Figure 1. Clock distribution (run 1).
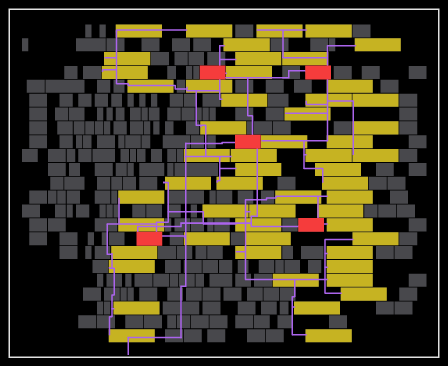
Figure 2. Gate families picked out (run 1).
Bar = 20 um.
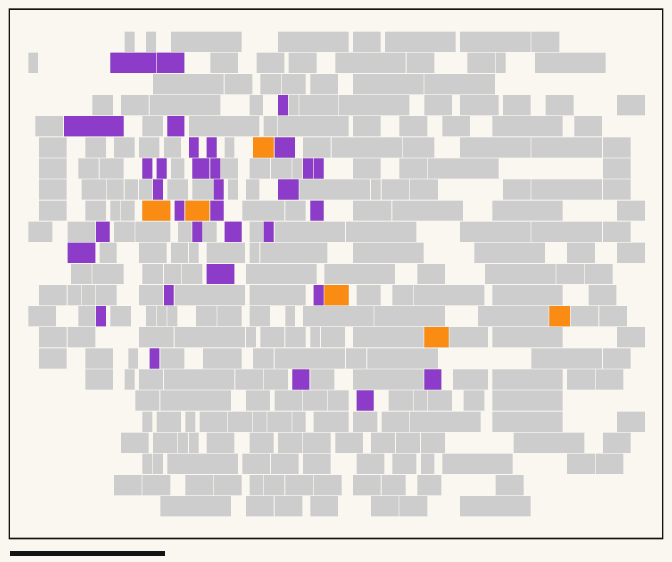
Figure 3. Metal layers overlaid (run 1).
Bar = 20 um.
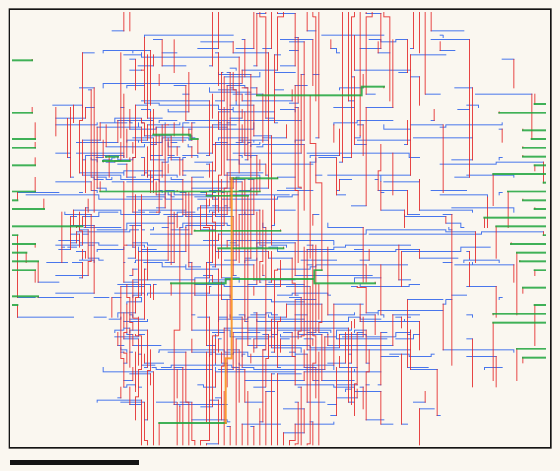
Figure 4. Cell density map (run 1).
The die is cut into 8 by 7 equal tiles; dark blue is low, red is high, 0 to 100% covered.
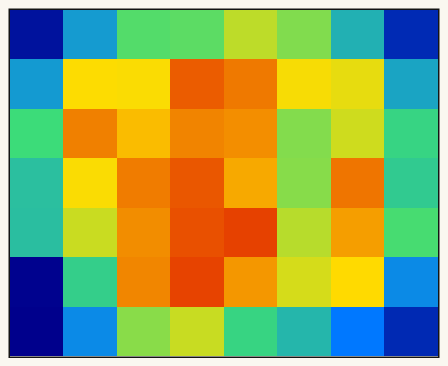
$ cat src/rtl/ctrl_pkg.sv
// Shared constants for the pipelined control unit: opcodes, func codes, control-word bit
// positions and PC-select encodings.
package ctrl_pkg;

  localparam int unsigned CTRL_W = 12;

  // Control-word bit positions, MSB first
  localparam int unsigned C_MEM_TO_REG = 11;
  localparam int unsigned C_MEM_WRITE  = 10;
  localparam int unsigned C_ALU_SRC    = 9;
  localparam int unsigned C_REG_WRITE  = 8;
  localparam int unsigned C_SYSCALL    = 7;
  localparam int unsigned C_SIGNED_EXT = 6;
  localparam int unsigned C_REG_DST    = 5;
  localparam int unsigned C_BEQ        = 4;
  localparam int unsigned C_BNE        = 3;
  localparam int unsigned C_JR         = 2;
  localparam int unsigned C_JMP        = 1;
  localparam int unsigned C_JAL        = 0;

  localparam logic [5:0] OP_RTYPE = 6'h00;
  localparam logic [5:0] OP_J     = 6'h02;
  localparam logic [5:0] OP_JAL   = 6'h03;
  localparam logic [5:0] OP_BEQ   = 6'h04;
  localparam logic [5:0] OP_BNE   = 6'h05;
  localparam logic [5:0] OP_ADDI  = 6'h08;
  localparam logic [5:0] OP_ADDIU = 6'h09;
  localparam logic [5:0] OP_SLTI  = 6'h0A;
  localparam logic [5:0] OP_ANDI  = 6'h0C;
  localparam logic [5:0] OP_ORI   = 6'h0D;
  localparam logic [5:0] OP_LW    = 6'h23;
  localparam logic [5:0] OP_SW    = 6'h2B;

  localparam logic [5:0] FN_SLL     = 6'h00;
  localparam logic [5:0] FN_JR      = 6'h08;
  localparam logic [5:0] FN_SYSCALL = 6'h0C;
  localparam logic [5:0] FN_ADD     = 6'h20;
  localparam logic [5:0] FN_ADDU    = 6'h21;
  localparam logic [5:0] FN_SUB     = 6'h22;
  localparam logic [5:0] FN_AND     = 6'h24;
  localparam logic [5:0] FN_OR      = 6'h25;
  localparam logic [5:0] FN_SLT     = 6'h2A;

  typedef enum logic [1:0] {
    PcSeq    = 2'd0,
    PcJump   = 2'd1,
    PcRs     = 2'd2,
    PcBranch = 2'd3
  } pc_sel_e;

  typedef enum logic [1:0] {
    DstRt = 2'd0,
    DstRd = 2'd1,
    DstRa = 2'd2
  } dst_sel_e;

endpackage

$ cat src/rtl/ctrl_decode.sv
// Combinational op/func decoder: control word, destination select, illegal flag and
// which source registers the instruction actually reads.
module ctrl_decode
  import ctrl_pkg::*;
(
  input  logic [5:0]        op,
  input  logic [5:0]        func,
  output logic [CTRL_W-1:0] ctrl,
  output dst_sel_e          dst_sel,
  output logic              illegal,
  output logic              use_rs,
  output logic              use_rt
);

  always_comb begin
    ctrl    = '0;
    dst_sel = DstRt;
    illegal = 1'b0;
    use_rs  = 1'b0;
    use_rt  = 1'b0;
    case (op)
      OP_RTYPE: begin
        case (func)
          FN_ADD, FN_ADDU, FN_SUB, FN_AND, FN_OR, FN_SLT: begin
            ctrl[C_REG_WRITE] = 1'b1;
            ctrl[C_REG_DST]   = 1'b1;
            dst_sel           = DstRd;
            use_rs            = 1'b1;
            use_rt            = 1'b1;
          end
          // Shift amount comes from the instruction, so rs is not read
          FN_SLL: begin
            ctrl[C_REG_WRITE] = 1'b1;
            ctrl[C_REG_DST]   = 1'b1;
            dst_sel           = DstRd;
            use_rt            = 1'b1;
          end
          FN_JR: begin
            ctrl[C_JR] = 1'b1;
            use_rs     = 1'b1;
          end
          FN_SYSCALL: ctrl[C_SYSCALL] = 1'b1;
          default:    illegal = 1'b1;
        endcase
      end
      OP_ADDI, OP_ADDIU, OP_SLTI: begin
        ctrl[C_ALU_SRC]    = 1'b1;
        ctrl[C_REG_WRITE]  = 1'b1;
        ctrl[C_SIGNED_EXT] = 1'b1;
        use_rs             = 1'b1;
      end
      OP_ANDI, OP_ORI: begin
        ctrl[C_ALU_SRC]   = 1'b1;
        ctrl[C_REG_WRITE] = 1'b1;
        use_rs            = 1'b1;
      end
      OP_LW: begin
        ctrl[C_MEM_TO_REG] = 1'b1;
        ctrl[C_ALU_SRC]    = 1'b1;
        ctrl[C_REG_WRITE]  = 1'b1;
        ctrl[C_SIGNED_EXT] = 1'b1;
        use_rs             = 1'b1;
      end
      OP_SW: begin
        ctrl[C_MEM_WRITE]  = 1'b1;
        ctrl[C_ALU_SRC]    = 1'b1;
        ctrl[C_SIGNED_EXT] = 1'b1;
        use_rs             = 1'b1;
        use_rt             = 1'b1;
      end
      OP_BEQ, OP_BNE: begin
        ctrl[C_BEQ]        = (op == OP_BEQ);
        ctrl[C_BNE]        = (op == OP_BNE);
        ctrl[C_SIGNED_EXT] = 1'b1;
        use_rs             = 1'b1;
        use_rt             = 1'b1;
      end
      OP_J: ctrl[C_JMP] = 1'b1;
      OP_JAL: begin
        ctrl[C_JAL]       = 1'b1;
        ctrl[C_REG_WRITE] = 1'b1;
        dst_sel           = DstRa;
      end
      default: illegal = 1'b1;
    endcase
  end

endmodule

$ cat src/rtl/ctrl_pipe_unit.sv
// Pipelined control unit: ID decode, ID/EX, EX/MEM, MEM/WB control registers, hazard
// detection, redirect and SYSCALL halt. Define CTRL_FORWARD_EN to enable forwarding.
module ctrl_pipe_unit #(
  parameter int unsigned REG_W  = 5,
  parameter int unsigned CTRL_W = ctrl_pkg::CTRL_W
) (
  input  logic              clk,
  input  logic              rst_n,
  input  logic              id_valid,
  input  logic [5:0]        id_op,
  input  logic [5:0]        id_func,
  input  logic [REG_W-1:0]  id_rs,
  input  logic [REG_W-1:0]  id_rt,
  input  logic [REG_W-1:0]  id_rd,
  input  logic              ex_zero,
  output logic              id_stall,
  output logic              id_flush,
  output logic [1:0]        pc_sel,
  output logic [CTRL_W-1:0] ex_ctrl,
  output logic [REG_W-1:0]  ex_dst,
  output logic [CTRL_W-1:0] mem_ctrl,
  output logic [REG_W-1:0]  mem_dst,
  output logic [CTRL_W-1:0] wb_ctrl,
  output logic [REG_W-1:0]  wb_dst,
  output logic              wb_valid,
  output logic              illegal,
  output logic              halted,
  output logic [1:0]        fwd_a,
  output logic [1:0]        fwd_b
);
  import ctrl_pkg::*;

  logic [CTRL_W-1:0] dec_ctrl;
  dst_sel_e          dec_dst_sel;
  logic              dec_illegal, dec_use_rs, dec_use_rt;

  ctrl_decode u_decode (
    .op      (id_op),
    .func    (id_func),
    .ctrl    (dec_ctrl),
    .dst_sel (dec_dst_sel),
    .illegal (dec_illegal),
    .use_rs  (dec_use_rs),
    .use_rt  (dec_use_rt)
  );

  logic              ex_valid_q, mem_valid_q, wb_valid_q, halted_q;
  logic [CTRL_W-1:0] ex_ctrl_q, mem_ctrl_q, wb_ctrl_q;
  logic [REG_W-1:0]  ex_dst_q, mem_dst_q, wb_dst_q;
  logic              ex_valid_d;
  logic [CTRL_W-1:0] ex_ctrl_d;
  logic [REG_W-1:0]  ex_dst_d, id_dst;
  logic              halted_d;
  logic              id_use_rs, id_use_rt;
  logic              ex_wr, mem_wr, wb_wr;
  logic              taken, sys_inflight, raw_stall, issue;
  pc_sel_e           pc_sel_d;

  function automatic logic src_hit(input logic wr, input logic [REG_W-1:0] dst,
                                   input logic use_a, input logic [REG_W-1:0] a,
                                   input logic use_b, input logic [REG_W-1:0] b);
    return wr && (dst != '0) && ((use_a && (a == dst)) || (use_b && (b == dst)));
  endfunction

  always_comb begin
    case (dec_dst_sel)
      DstRd:   id_dst = id_rd;
      DstRa:   id_dst = '1;
      default: id_dst = id_rt;
    endcase
  end

  assign id_use_rs = id_valid & dec_use_rs;
  assign id_use_rt = id_valid & dec_use_rt;
  assign illegal   = id_valid & dec_illegal;

  assign ex_wr  = ex_valid_q & ex_ctrl_q[C_REG_WRITE];
  assign mem_wr = mem_valid_q & mem_ctrl_q[C_REG_WRITE];
  assign wb_wr  = wb_valid_q & wb_ctrl_q[C_REG_WRITE];

  assign taken = ex_valid_q & ((ex_ctrl_q[C_BEQ] & ex_zero) | (ex_ctrl_q[C_BNE] & ~ex_zero));

  // A SYSCALL anywhere past ID blocks issue until the halt flag takes over
  assign sys_inflight = (ex_valid_q & ex_ctrl_q[C_SYSCALL]) |
                        (mem_valid_q & mem_ctrl_q[C_SYSCALL]) |
                        (wb_valid_q & wb_ctrl_q[C_SYSCALL]);

`ifdef CTRL_FORWARD_EN
  logic             ex_use_rs_q, ex_use_rt_q;
  logic [REG_W-1:0] ex_rs_q, ex_rt_q;

  function automatic logic [1:0] fwd_sel(input logic use_src, input logic [REG_W-1:0] src);
    if (src_hit(mem_wr, mem_dst_q, use_src, src, 1'b0, src)) return 2'd2;
    if (src_hit(wb_wr, wb_dst_q, use_src, src, 1'b0, src))   return 2'd1;
    return 2'd0;
  endfunction

  // Only a load in EX cannot be forwarded in time
  assign raw_stall = src_hit(ex_wr & ex_ctrl_q[C_MEM_TO_REG], ex_dst_q,
                             id_use_rs, id_rs, id_use_rt, id_rt);
  assign fwd_a     = fwd_sel(ex_use_rs_q, ex_rs_q);
  assign fwd_b     = fwd_sel(ex_use_rt_q, ex_rt_q);

  always_ff @(posedge clk or negedge rst_n) begin
    if (!rst_n) begin
      ex_use_rs_q <= 1'b0;
      ex_use_rt_q <= 1'b0;
      ex_rs_q     <= '0;
      ex_rt_q     <= '0;
    end else begin
      ex_use_rs_q <= issue & id_use_rs;
      ex_use_rt_q <= issue & id_use_rt;
      ex_rs_q     <= issue ? id_rs : '0;
      ex_rt_q     <= issue ? id_rt : '0;
    end
  end
`else
  assign raw_stall = src_hit(ex_wr, ex_dst_q, id_use_rs, id_rs, id_use_rt, id_rt) |
                     src_hit(mem_wr, mem_dst_q, id_use_rs, id_rs, id_use_rt, id_rt);
  assign fwd_a     = 2'd0;
  assign fwd_b     = 2'd0;
`endif

  // A taken branch squashes ID outright, so it overrides every stall source
  assign id_stall = ~taken & (halted_q | sys_inflight | raw_stall);
  assign issue    = id_valid & ~taken & ~id_stall;

  always_comb begin
    pc_sel_d = PcSeq;
    id_flush = 1'b0;
    if (taken) begin
      pc_sel_d = PcBranch;
      id_flush = 1'b1;
    end else if (issue && (dec_ctrl[C_JMP] || dec_ctrl[C_JAL])) begin
      pc_sel_d = PcJump;
      id_flush = 1'b1;
    end else if (issue && dec_ctrl[C_JR]) begin
      pc_sel_d = PcRs;
      id_flush = 1'b1;
    end
  end

  assign pc_sel = pc_sel_d;

  always_comb begin
    ex_valid_d = issue;
    ex_ctrl_d  = issue ? dec_ctrl : '0;
    ex_dst_d   = issue ? id_dst : '0;
    halted_d   = halted_q | (wb_valid_q & wb_ctrl_q[C_SYSCALL]);
  end

  always_ff @(posedge clk or negedge rst_n) begin
    if (!rst_n) begin
      ex_valid_q  <= 1'b0;
      ex_ctrl_q   <= '0;
      ex_dst_q    <= '0;
      mem_valid_q <= 1'b0;
      mem_ctrl_q  <= '0;
      mem_dst_q   <= '0;
      wb_valid_q  <= 1'b0;
      wb_ctrl_q   <= '0;
      wb_dst_q    <= '0;
      halted_q    <= 1'b0;
    end else begin
      ex_valid_q  <= ex_valid_d;
      ex_ctrl_q   <= ex_ctrl_d;
      ex_dst_q    <= ex_dst_d;
      mem_valid_q <= ex_valid_q;
      mem_ctrl_q  <= ex_ctrl_q;
      mem_dst_q   <= ex_dst_q;
      wb_valid_q  <= mem_valid_q;
      wb_ctrl_q   <= mem_ctrl_q;
      wb_dst_q    <= mem_dst_q;
      halted_q    <= halted_d;
    end
  end

  assign ex_ctrl  = ex_ctrl_q;
  assign ex_dst   = ex_dst_q;
  assign mem_ctrl = mem_ctrl_q;
  assign mem_dst  = mem_dst_q;
  assign wb_ctrl  = wb_ctrl_q;
  assign wb_dst   = wb_dst_q;
  assign wb_valid = wb_valid_q;
  assign halted   = halted_q;

endmodule

$ cat config.mk
export PLATFORM = sky130hd
export DESIGN_NAME = ctrl_pipe_unit
export DESIGN_NICKNAME = d
export VERILOG_FILES = /design/src/rtl/ctrl_pkg.sv /design/src/rtl/ctrl_decode.sv /design/src/rtl/ctrl_pipe_unit.sv
export SDC_FILE = /design/constraint.sdc
export NUM_CORES = 1
export LEC_CHECK = 0
export CAP_MARGIN = 15
export CORE_ASPECT_RATIO = 0.8
export CORE_MARGIN = 2
export CORE_UTILIZATION = 46
export CTS_CLUSTER_DIAMETER = 80
export CTS_CLUSTER_SIZE = 25
export DETAILED_ROUTE_END_ITERATION = 6
export PLACE_DENSITY = 0.92
export SLEW_MARGIN = 20
export SYNTH_ARGS = -nofsm -noshare
export SYNTH_HDL_FRONTEND = slang
export SYNTH_SLANG_ARGS = --single-unit
$ cat constraint.sdc
create_clock -name clk -period 4.77 [get_ports clk]
set_clock_uncertainty 0.1 [all_clocks]
set_input_delay 1.1925 -clock clk [delete_from_list [all_inputs] [get_ports clk]]
set_output_delay 1.1925 -clock clk [all_outputs]
set_load 0.02 [all_outputs]
==> out/metrics.csv, run 1 <==
stage,metric,value,unit
status,outcome,finished clean,
critical_path,startpoint class of the critical path,input port,
worst_hold_path,Hold EP,wb_ctrl[10]$_DFF_PN0_,
cts,CTS Hold Bufs,0,
floorplan,total die size,0.005716,mm2
cells_and_area,"Buffers, non-clock",107,
power,Comb power,135,uW
floorplan,Core Rows,23,
grt,global-route wire length before repair,8.542,mm
placement,Inst Count DP,357,
sta,Final min period,4.693,ns
cts,post-CTS resize count,4,
grt,largest net degree at the start of global routing,56,
sta,Fin. Hold Viols,0,
cells_and_area,final instance area,0.003467,mm2
cells_and_area,diode count,0,
sta,Setup WS post-layout,0.07714,ns
power,Net Switching,211.7,uW
placement,dpl ws,-0.2084,ns
critical_path,Critical Path Stages,9,
yosys,Synth area leader,dfrtp_1,
yosys,distinct lib cells,46,
grt,grt met3 use,0.04946,
grt,GRT Util Overall,0.1945,
placement,post-DP HPWL,4.185,mm
floorplan,die width,84.04,um
yosys,MUX share of area,0.004777,
grt,gr busiest metal,met2,
cells_and_area,Signal buf overhead,0.2927,
critical_path,Critical R2R Launch,ex_dst[1]$_DFF_PN0_,
power,Reg power frac,0.574,
power,Power Total,854.1,uW
placement,GP Congestion,0.8576,
sta,hold slack,0.2762,ns
cts,H-tree lvl count,2,
critical_path,Worst EP required,3.48,ns
drt,vias per cell,5.060,
cells_and_area,Syn-to-layout area delta,47.08,%
sta,maximum clock rate,0.2131,GHz
power,switching share of power,0.2479,
drt,Iteration-0 DRC Markers,112,
power,Seq group,490,uW
yosys,Mapped Area,0.002357,mm2
power,Largest Pwr Group,registers,
grt,vias in the first global route,1760,
sta,worst slew pin tran,0.6601,ns
yosys,Top cell area share,0.5839,
cells_and_area,comb_multi_in,125,
floorplan,die height,68.03,um
drt,WL final,5.326,mm
cells_and_area,flip-flops,55,
sta,Max-slew headroom,0.5599,
power,P_clk,229,uW
sta,# setup viols final,0,
critical_path,Crit Reg-Reg Endpoint,ex_ctrl[4]$_DFF_PN0_,
yosys,yosys cell count,197,
yosys,yosys xor share,0.07803,
cells_and_area,nonclk inv count,9,
yosys,register share after synthesis,0.5839,
cells_and_area,Nets,336,
critical_path,crit path from,id_op[2],
grt,M1 GR Usage,0.2432,
power,Lkg Pwr,0.001556,uW
critical_path,largest stage delay on the critical path,0.46,ns
yosys,Commonest flop,dfrtp_1,
yosys,most common library cells after synthesis,"dfrtp_1, nor2_1, nand2_1",
yosys,ys async rst share,1.000,
worst_hold_path,worst min-delay path category,register to register,
cts,Num CTS Buffers,5,
cts,CTS Root Buffer Type,clkbuf_8,
drt,top layer in use,met4,
critical_path,crit path max fanout,8,
critical_path,CP cell instances,clkdlybuf4s50_1 -> buf_4 -> or3b_2 -> a21oi_1 -> o21ba_2 -> o22ai_4 -> a21boi_0 -> o31a_1 -> dlygate4sd2_1,
worst_hold_path,Hold Path Origin,mem_ctrl[10]$_DFF_PN0_,
drt,Vias,1842,
floorplan,Tapcells,62,
cells_and_area,share of layout cells above drive strength 1,0.1391,
cells_and_area,Reg area,0.001376,mm2
cts,clock tree buffer depth,2,
critical_path,"Worst Path Class, Setup",input port to output port,
yosys,number of enable flip-flop cells,0,
sta,RSZ-0062 raised after global routing,false,
worst_hold_path,Hold Crit Depth,0,
drt,met3 wire length,300,um
job,MaxCap Viol Count,0,
yosys,Synth warnings,0,
cells_and_area,clock buffer count in the final layout,5,
yosys,Yosys reg bits,55,
yosys,"AND-OR/OR-AND Cells, Area Fraction",0.1072,
grt,met2 usage,0.3323,
cts,worst skew pair latency,0.30,ns
yosys,Post-Syn Area per Cell,11.97,um2
critical_path,family with the most delay on the worst path,buffers and inverters,
drt,DRC violations left,0,
yosys,chip area line of the yosys report,0.002357,mm2
critical_path,Critical Path End Type,output port,
job,Log Warnings,27,
power,clock power share,0.269,
sta,Final period util,0.9838,
drt,met1 WL,2.289,mm
cells_and_area,Gate Area,888.4,um2
cts,buffers inserted by post-CTS timing repair,0,
yosys,cell count after synthesis,197,
yosys,Post-Synth Adder-Cell Area,0.01062,
cells_and_area,fill count,373,
critical_path,reg2reg setup slack,2.15,ns
drt,drt wl/cell,14.63,um
## Picture notes: Figure 1
[cells driving clock nets] red | count: 5
[clock wires] purple | length: 526 um
[flip-flops] yellow | count: 55
routed clock nets	6

## Picture notes: Figure 2
family	colour	cells
AND-OR and OR-AND gates	orange	6
NOR gates	purple	33
fraction of area in multi-input gates: 0.2562
dominant logic cell type in the layout: clkdlybuf4s50_1
Finished Layout Cells: 364

## Picture notes: Figure 3
layer	colour	wire length
met1	blue	2290 um
met4	orange	39.0 um
met2	red	2700 um
met3	green	300 um

## Picture notes: Figure 4
fullest tile	93%
tiles over 75% full	32%
mean over tiles	59%
emptiest ninth of the die	lower left
densest ninth of the die	centre
nearly empty tiles	3.6%
fp util: 0.4735
Core Box Area: 0.004979 mm2
Final Util: 0.6964

--- run 2 (diff from run 1) ---
- CORE_UTILIZATION: 46 -> 43
- GPL_ROUTABILITY_DRIVEN: unset -> 1
- PLACE_DENSITY: 0.92 -> 0.87
- clock period: 4.77 -> 4.4 ns (I/O delays scaled with it)
Figure 5. Gate families picked out (run 2).
Bar = 20 um.
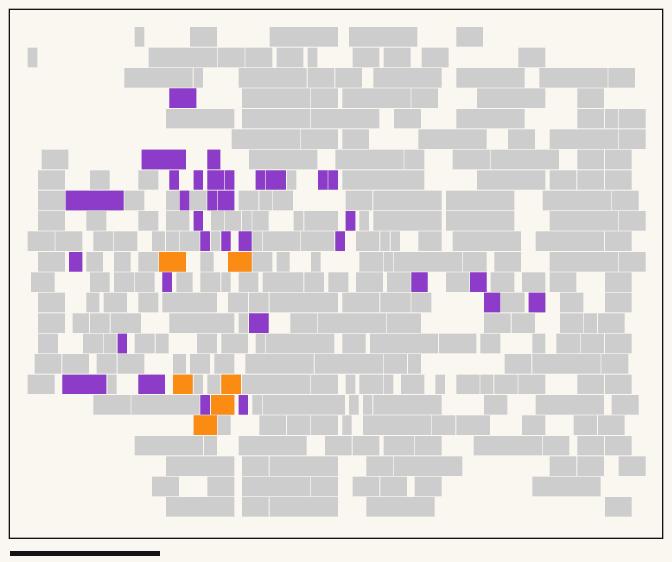
family	colour	cells
NOR gates	purple	33
AND-OR and OR-AND gates	orange	6
Finished Layout Cells: 373
fraction of area in multi-input gates: 0.2512

Figure 6. Metal layers overlaid (run 2).
Bar = 20 um.
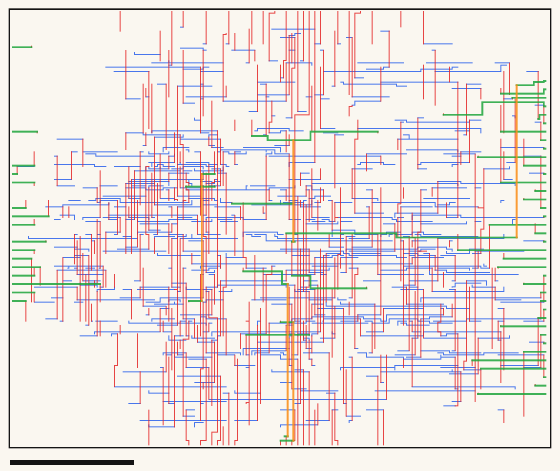
layer	colour	wire length
met2	red	2510 um
met4	orange	105 um
met1	blue	2420 um
met3	green	348 um
drt wl/cell: 14.42 um
Vias: 1829
WL final: 5.380 mm

==> run 2 against run 1 <==
Effect of this change: flip-flop count did not move; register-to-register slack got worse by 0.32 ns; worst hold slack improved by 0.0045 ns; global-route usage fell by 1.3 points; synthesized cell count did not move; wire length rose by 1.0%; utilization fell by 3.4 points; cell count rose by 2.5%; count of clock-buffer cells in the layout did not move; combinational power rose by 9%; critical path depth rose by 1.
==> out/metrics.csv, run 2 <==
stage,metric,value,unit,change
cells_and_area,fill count,400,,was 373
power,Power Total,1071,uW,was 854.1 uW
cts,worst skew pair latency,0.30,ns,about the same
job,Log Warnings,29,,was 27
critical_path,family with the most delay on the worst path,buffers and inverters,,unchanged
cells_and_area,clock buffer count in the final layout,5,,unchanged
yosys,yosys cell count,197,,unchanged
grt,M1 GR Usage,0.2479,,was 0.2432
floorplan,total die size,0.006094,mm2,was 0.005716 mm2
floorplan,Core Box Area,0.005375,mm2,was 0.004979 mm2
critical_path,CP endpoint,illegal,,was id_stall
cells_and_area,Syn-to-layout area delta,51.06,%,was 47.08%
cts,clock tree buffer depth,2,,unchanged
yosys,number of enable flip-flop cells,0,,unchanged
grt,GRT Util Overall,0.1818,,was 0.1945
cts,H-tree lvl count,2,,unchanged
yosys,most common library cells after synthesis,"dfrtp_1, nor2_1, nand2_1",,unchanged
cells_and_area,Nets,340,,was 336
placement,dpl ws,-0.3700,ns,was -0.2084 ns
critical_path,Critical Path Stages,10,,was 9
sta,Final min period,4.312,ns,
yosys,Commonest flop,dfrtp_1,,unchanged
cts,CTS Root Buffer Type,clkbuf_8,,unchanged
sta,Max-slew headroom,0.6528,,was 0.5599
floorplan,fp util,0.4385,,was 0.4735
critical_path,crit path from,id_op[3],,was id_op[2]
sta,maximum clock rate,0.2319,GHz,
floorplan,Tapcells,65,,was 62
power,Net Switching,247.6,uW,was 211.7 uW
cells_and_area,Signal buf overhead,0.2906,,was 0.2927
critical_path,crit path max fanout,4,,was 8
critical_path,"Worst Path Class, Setup",input port to output port,,unchanged
cells_and_area,share of layout cells above drive strength 1,0.1688,,was 0.1391
yosys,chip area line of the yosys report,0.002357,mm2,unchanged
sta,Fin. Hold Viols,0,,unchanged
cells_and_area,dominant logic cell type in the layout,clkdlybuf4s50_1,,unchanged
yosys,cell count after synthesis,197,,unchanged
drt,met3 wire length,348,um,was 300 um
floorplan,Core Rows,24,,was 23
critical_path,Critical Path End Type,output port,,unchanged
placement,GP Congestion,0.8172,,was 0.8576
sta,hold slack,0.2807,ns,was 0.2762 ns
cts,TritonCTS clock tree,built,,unchanged
drt,met1 WL,2.420,mm,was 2.289 mm
sta,# setup viols final,0,,unchanged
yosys,ys async rst share,1.000,,unchanged
power,Lkg Pwr,0.001607,uW,was 0.001556 uW
sta,worst slew pin tran,0.5160,ns,was 0.6601 ns
critical_path,Crit Reg-Reg Endpoint,ex_dst[4]$_DFF_PN0_,,was ex_ctrl[4]$_DFF_PN0_
critical_path,Worst EP required,3.20,ns,was 3.48 ns
cells_and_area,flip-flops,55,,unchanged
drt,DRC violations left,0,,unchanged
power,Seq group,532,uW,was 490 uW
power,Reg power frac,0.497,,was 0.574
status,outcome,finished clean,,unchanged
drt,Iteration-0 DRC Markers,101,,was 112
grt,met2 usage,0.2791,,was 0.3323
cts,post-CTS resize count,13,,was 4
cells_and_area,Final Util,0.6625,,was 0.6964
grt,grt met3 use,0.05437,,was 0.04946
yosys,yosys xor share,0.07803,,unchanged
sta,RSZ-0062 raised after global routing,true,,was false
yosys,Yosys reg bits,55,,unchanged
floorplan,die height,70.23,um,was 68.03 um
critical_path,CP cell instances,clkdlybuf4s50_1 -> nor4_4 -> nand2_2 -> buf_4 -> or2_0 -> buf_4 -> o31a_1 -> o21ai_0 -> nor2_1 -> dlygate4sd2_1,,was clkdlybuf4s50_1 -> buf_4 -> or3b_2 -> a21oi_1 -> o21ba_2 -> o22ai_4 -> a21boi_0 -> o31a_1 -> dlygate4sd2_1
yosys,yosys simple share,0.1699,,unchanged
cells_and_area,comb_multi_in,125,,unchanged
critical_path,largest stage delay on the critical path,0.46,ns,about the same
grt,vias in the first global route,1729,,was 1760
yosys,Synth area leader,dfrtp_1,,unchanged
grt,global-route wire length before repair,8.521,mm,was 8.542 mm
placement,post-DP HPWL,4.214,mm,was 4.185 mm
critical_path,startpoint class of the critical path,input port,,unchanged
cells_and_area,Reg area,0.001376,mm2,unchanged
yosys,Post-Synth Adder-Cell Area,0.01062,,unchanged
worst_hold_path,Hold Path Origin,mem_ctrl[10]$_DFF_PN0_,,unchanged
cts,CTS Hold Bufs,0,,unchanged
worst_hold_path,Hold Crit Depth,0,,unchanged
power,switching share of power,0.2313,,was 0.2479
yosys,Top cell area share,0.5839,,unchanged
yosys,Mapped Area,0.002357,mm2,unchanged
power,P_clk,392,uW,was 229 uW
worst_hold_path,worst min-delay path category,register to register,,unchanged
sta,Setup WS post-layout,0.08759,ns,was 0.07714 ns
critical_path,Critical R2R Launch,ex_dst[1]$_DFF_PN0_,,unchanged
cells_and_area,"Buffers, non-clock",111,,was 107
cts,Num CTS Buffers,5,,unchanged
placement,Inst Count DP,365,,was 357
yosys,Post-Syn Area per Cell,11.97,um2,unchanged
cells_and_area,Gate Area,894.6,um2,was 888.4 um2
yosys,"AND-OR/OR-AND Cells, Area Fraction",0.1072,,unchanged
yosys,distinct lib cells,46,,unchanged
power,VDD IR-drop max,0.1441,mV,was 0.1404 mV
drt,top layer in use,met4,,unchanged
yosys,register share after synthesis,0.5839,,unchanged
drt,vias per cell,4.903,,was 5.060
grt,gr busiest metal,met2,,unchanged
worst_hold_path,Hold EP,wb_ctrl[10]$_DFF_PN0_,,unchanged
grt,largest net degree at the start of global routing,38,,was 56
cells_and_area,nonclk inv count,9,,unchanged
power,Largest Pwr Group,registers,,unchanged
sta,Final period util,0.9801,,
yosys,Synth warnings,0,,unchanged
critical_path,reg2reg setup slack,1.83,ns,was 2.15 ns
cells_and_area,final instance area,0.003561,mm2,was 0.003467 mm2
cells_and_area,diode count,0,,unchanged
Power and IR drop assume default switching activity.
